layer_met3.png
Cells faint in the background.
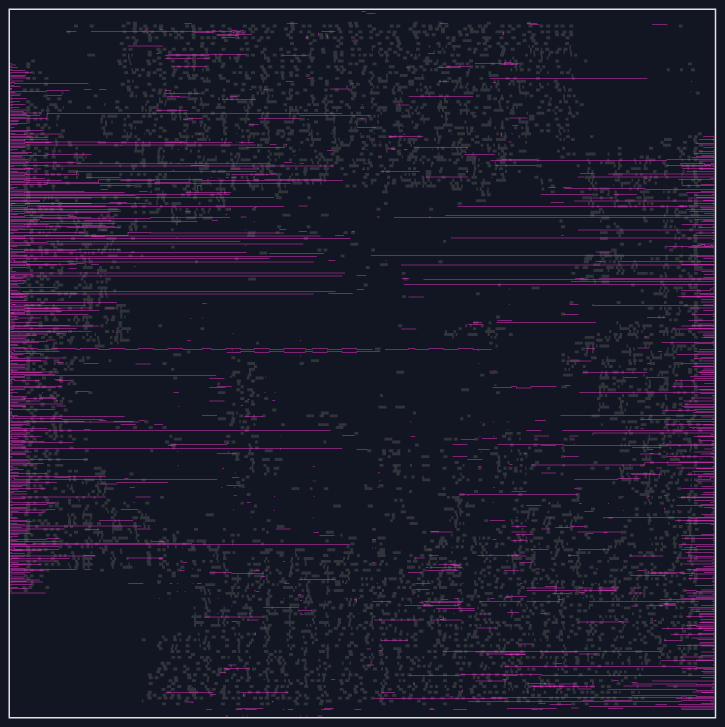
clk_routes.png
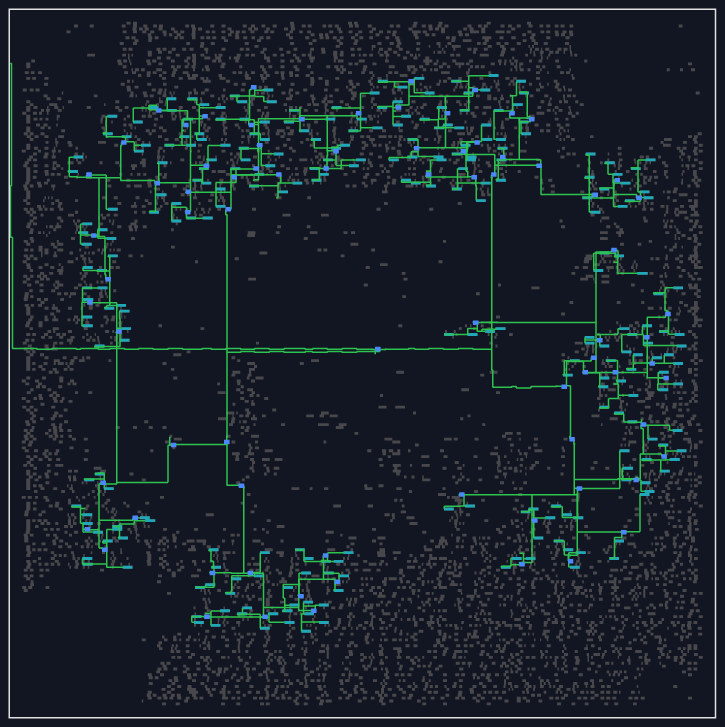
congestion.png
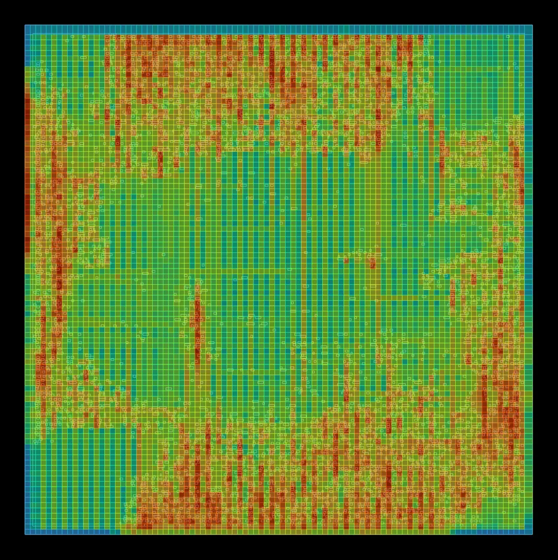
## config.mk

```make
export PLATFORM = sky130hd
export DESIGN_NAME = add_round_key_stage
export DESIGN_NICKNAME = d
export VERILOG_FILES = /design/src/rtl/add_round_key_stage.sv
export SDC_FILE = /design/constraint.sdc
export NUM_CORES = 2
export LEC_CHECK = 0
export CELL_PAD_IN_SITES_DETAIL_PLACEMENT = 2
export CELL_PAD_IN_SITES_GLOBAL_PLACEMENT = 2
export CORE_AREA = 10 10 649 651
export CTS_BUF_LIST = sky130_fd_sc_hd__clkbuf_4 sky130_fd_sc_hd__clkbuf_8
export DETAILED_ROUTE_END_ITERATION = 8
export DIE_AREA = 0 0 659 661
export PLACE_DENSITY = 0.35
export SLEW_MARGIN = 40
export SYNTH_ARGS = -nofsm -noshare
export SYNTH_HDL_FRONTEND = slang
export SYNTH_SLANG_ARGS = --single-unit
```

## constraint.sdc

```tcl
create_clock -name clock -period 2.8 [get_ports clock]
set_input_delay 0.56 -clock clock [delete_from_list [all_inputs] [get_ports clock]]
set_output_delay 0.56 -clock clock [all_outputs]
set_load 0.01 [all_outputs]
```

## src/rtl/add_round_key_stage.sv

```systemverilog
// ---------------------------------------------------------------------------
// add_round_key_stage: registered AddRoundKey behind a 2-entry skid buffer.
// Optional round-sequence checker: ARK_ROUND_SEQ_CHECK_EN.   Rev 1.0
// ---------------------------------------------------------------------------
`default_nettype none

module add_round_key_stage #(
  parameter int NUM_ROUNDS = 10,
  parameter int RW         = 4
) (
  input  logic                          clock,
  input  logic                          reset_n,
  input  logic                          inValid,
  output logic                          inReady,
  input  logic [127:0]                  inState,
  input  logic [RW-1:0]                 inRound,
  input  logic [128*(NUM_ROUNDS+1)-1:0] roundKeys,
  output logic                          outValid,
  input  logic                          outReady,
  output logic [127:0]                  outState,
  output logic [RW-1:0]                 outRound,
  output logic                          outRoundErr,
  output logic                          seqErr
);

  localparam logic [RW-1:0] LAST_ROUND = RW'(NUM_ROUNDS);

  typedef enum logic [1:0] {
    EMPTY = 2'd0,
    ONE   = 2'd1,
    TWO   = 2'd2
  } buf_state_t;

  buf_state_t     state;
  logic [127:0]   round_key;
  logic [127:0]   xored;
  logic           round_err;
  logic           accept;
  logic           emit;
  logic [127:0]   skid_state;
  logic [RW-1:0]  skid_round;
  logic           skid_err;

  // Out-of-range round indices match no entry and therefore use an all-zero key.
  always_comb begin
    round_key = '0;
    for (int r = 0; r <= NUM_ROUNDS; r++) begin
      if (inRound == RW'(r)) round_key = roundKeys[128*r +: 128];
    end
  end

  assign round_err = (inRound > LAST_ROUND);
  assign xored     = inState ^ round_key;
  assign accept    = inValid & inReady;
  assign emit      = outValid & outReady;

  always_ff @(posedge clock or negedge reset_n) begin
    if (!reset_n) begin
      state       <= EMPTY;
      inReady     <= 1'b1;
      outValid    <= 1'b0;
      outState    <= '0;
      outRound    <= '0;
      outRoundErr <= 1'b0;
      skid_state  <= '0;
      skid_round  <= '0;
      skid_err    <= 1'b0;
    end else begin
      case (state)
        EMPTY: begin
          if (accept) begin
            outState    <= xored;
            outRound    <= inRound;
            outRoundErr <= round_err;
            outValid    <= 1'b1;
            state       <= ONE;
          end
        end
        ONE: begin
          if (accept && emit) begin
            outState    <= xored;
            outRound    <= inRound;
            outRoundErr <= round_err;
          end else if (accept) begin
            skid_state <= xored;
            skid_round <= inRound;
            skid_err   <= round_err;
            inReady    <= 1'b0;
            state      <= TWO;
          end else if (emit) begin
            outValid <= 1'b0;
            state    <= EMPTY;
          end
        end
        TWO: begin
          if (emit) begin
            outState    <= skid_state;
            outRound    <= skid_round;
            outRoundErr <= skid_err;
            inReady     <= 1'b1;
            state       <= ONE;
          end
        end
        default: begin
          state    <= EMPTY;
          inReady  <= 1'b1;
          outValid <= 1'b0;
        end
      endcase
    end
  end

`ifdef ARK_ROUND_SEQ_CHECK_EN
  logic [RW-1:0] expected_round;
  logic          seq_err;

  // Counter resynchronises to whatever round arrived, so one gap flags once.
  always_ff @(posedge clock or negedge reset_n) begin
    if (!reset_n) begin
      expected_round <= '0;
      seq_err        <= 1'b0;
    end else if (accept) begin
      if (inRound != expected_round) seq_err <= 1'b1;
      expected_round <= (inRound == LAST_ROUND) ? '0 : inRound + 1'b1;
    end
  end

  assign seqErr = seq_err;

  a_no_accept_in_two: assert property (@(posedge clock) disable iff (!reset_n)
    !(accept && state == TWO));
`else
  assign seqErr = 1'b0;
`endif

endmodule

`default_nettype wire

```

==> changes_impl.md <==
### Metrics

- Largest net degree at the start of global routing: 71
- CTS Root Cell: clkbuf_8
- Main area contributors: dfrtp_1 (24%), mux2i_1 (11%), a21oi_1 (4.8%), o21ai_0 (3.7%), nor2_1 (3.5%)
- 1st-pass router iterations: 5
- DRT iter0 DRCs: 2410
- Vias in the first global route: 43540
- Routability cong.: 0.8536
- Initial antenna violation count: 323
- Post-CTS resize count: 4
- Number of synthesized flops with an enable pin: 0
- Power Total: 17.16 mW
- Clock sink total: 270
- Largest area contributor in the netlist: dfrtp_1
- DRC errors left: 0
- # Cells Yosys: 3459
- Vias/cell: 3.621
- CP max stage delay: 0.41 ns
- Sequential power: 3.91 mW
- Crit-path leading delay family: buffers and inverters
- Yosys warnings: 0
- Met3 wire len: 34660 microns
- CTS tree: done
- Main synth FF type: dfrtp_1
- Clock share of power: 34.8%
- Chip area: 435600 sq um
- Hpwl dp: 354500 microns
- CP startpoint: inRound[1]
- Sw power: 6.074 mW
- Top power group: combinational logic
- Top cell area share: 24.02%
- Global Route Usage Sum: 17.74%
- Row cnt: 235
- Critical Path Stages: 10
- Status: completed
- Crit path arrival time: 3.30 ns
- Critical register-to-register path endpoint: outState[61]$_DFFE_PN0P_
- Top Layout Cells: clkdlybuf4s50_1 (1669), buf_4 (447), mux2i_1 (319)
- Met1 Routed Length: 154100 microns
- Num CTS Buffers: 78
- I/O pin total: 1680
- Top flop regs: outState x128, skid_state x128
- R2r setup slk: 0.43 ns
- Hold Crit Class: in -> async
- Core box area: 408100 sq um
- Buf/Inv on CP: 4
- Post-layout util: 14.27%
- Max VDD drop: 216.7 uV
- Tool Warnings: 27
- WS Path Type: in -> reg
- RSZ-0062 raised after global routing: no
- Share of post-route cells with drive strength above 1: 17.12%
- Max Freq: 0.3828 GHz
- Die W: 659 microns
- Power Dens Cells: 294.8 nW/um^2
- Port Buffers: 1678
- Highest Signal Layer: met5
- Ys async rst share: 100.0%
- Min Clock Period, post-route: 2.612 ns
- CTS hold repair buffers: 1
- Commonest Layout Cell: clkdlybuf4s50_1
- Area growth syn-to-layout: 107.8%
- Synthesized Nets: 5003
- Seq pwr share: 22.8%
- Post-synth seq share: 24.12%
- Worst r2r path cells: 9
- Layout net count: 6982
- Cell Type Count: 77
- Mapped cell area: 28020 sq um
- Clk_skew: 0.04367 ns
- Leak: 21.59 nW
- Chip Height: 661 microns
- Final Hold Viols: 0
- Grt total ovfl: 0
- GR Util met2: 32.96%
- Crit path max-delay cell type: buf_4
- Setup TNS: 0 ns
- Comb power: 7.28 mW
- Critical Path Sink: outState[19]$_DFFE_PN0P_
- Final setup violation count: 0
- Post-synth regs: 270
- Critical path startpoint category: input port
- Critical path cell sequence: buf_8, buf_4, mux2i_1, buf_4, o22ai_1, a221oi_1, o221ai_1, buf_4, nor4_1, nor3_1
- Crit. End Element: flip-flop
- Max Cap Violations: 0
- First-pass GRT wire length: 505400 microns
- Internal cell power: 11.09 mW
- Initial cell density of the core: 6.866%
- Period utilization: 93.29%
- Post-CTS Setup Repair Bufs: 0
- Max-slew violation count: 0
- Req. time, crit path: 3.49 ns
- Chip Area, Yosys: 28020 sq um
- Met1 usage: 19.52%
- Synth Area per Inst: 8.101 sq um
- Routed Antenna Nets: 0
- WL met2: 207500 microns
- Clock Path Buffers: 4
- Worst Path Max Fanout: 21
- Cell count after synthesis: 3459
- Combinational Power Share: 42.4%
- Relative slew slack: 43.18%
- Most used cell, CP: buf_4
- Switch share: 35.39%
-- layer_met3.png (at the start) --
The layer holds 8.6% of the routed length. The longest straight run is 321 microns. The wires run mostly horizontal. 1082 nets have wire on it. The layer carries 34.7 mm of wire.
GR Layer Usage met3: 6.633%
via count: 39850
WL final: 404300 microns

-- clk_routes.png (at the start) --
clock wires: marked green, length 9250 microns. clock drivers: marked blue, count 78. flip-flops: marked cyan, count 270.
Position of the flops: widely spread.
Clock Latency Late Sink: 0.83 ns
clk pwr: 5.97 mW

-- congestion.png (at the start) --
wire per inst: 36.74 microns
GR peak layer: met2

metrics by stage:
step                cells  instance area [sq um]  worst slack [ns]  hold WS (ns)
floorplan            3459                  28020            0.4663        0.2644
global route        10950                  58080           0.07279        0.2327
CTS                 10940                  58050           0.01006        0.1820
finish              11010                  58220            0.1878        0.2681
detailed placement  10810                  56500           -0.7453        0.4726
global placement    10810                  56470           -0.5971        0.4588
synthesized netlist by cell type (13+ instances only):
cell / instances
mux2i_1: 319
dfrtp_1: 269
a21oi_1: 268
nor2_1: 262
clkbuf_1: 223
nand2_1: 213
o21ai_0: 206
nand3_1: 170
nor3_1: 161
buf_2: 107
a221o_1: 98
or3_1: 91
nand3b_1: 67
nor2b_1: 66
xor2_1: 65
and3_1: 64
o2bb2ai_1: 62
xnor2_1: 60
a22o_1: 57
a221oi_2: 46
o21ai_1: 33
o221ai_1: 31
a211oi_1: 30
o32a_1: 28
a22oi_1: 26
buf_4: 26
o22ai_1: 26
a211o_1: 23
mux4_2: 22
nor3_2: 22
or3b_2: 21
mux2_2: 19
inv_1: 18
o32ai_2: 18
o221a_2: 17
a32oi_1: 16
nand2b_1: 16
a2111o_1: 15
a222oi_1: 13
kinds of logic after synthesis:
logic type / count (synthesis) / share of synthesized area, %
DFF: 270 / 24.12
other: 1 / 0.01338
and+or+nand+nor: 1214 / 22.50
buffers and inverters: 393 / 6.283
xor gates and xnor gates: 125 / 3.907
AOI/OAI and AO/OA: 1096 / 29.26
muxes: 360 / 13.93
layout make-up:
class,instances,area (sq um)
Antenna cell,69,172.7
Clock buffer,124,1519
Clock inverter,3,20.02
Fill cell,47530,349900
Inverter,20,77.57
Multi-Input combinational cell,2796,19740
Sequential cell,270,6758
Tap cell,5451,6820
Timing Repair Buffer,2272,23110
No activity file was given, so power comes from the tool's default toggle rates.
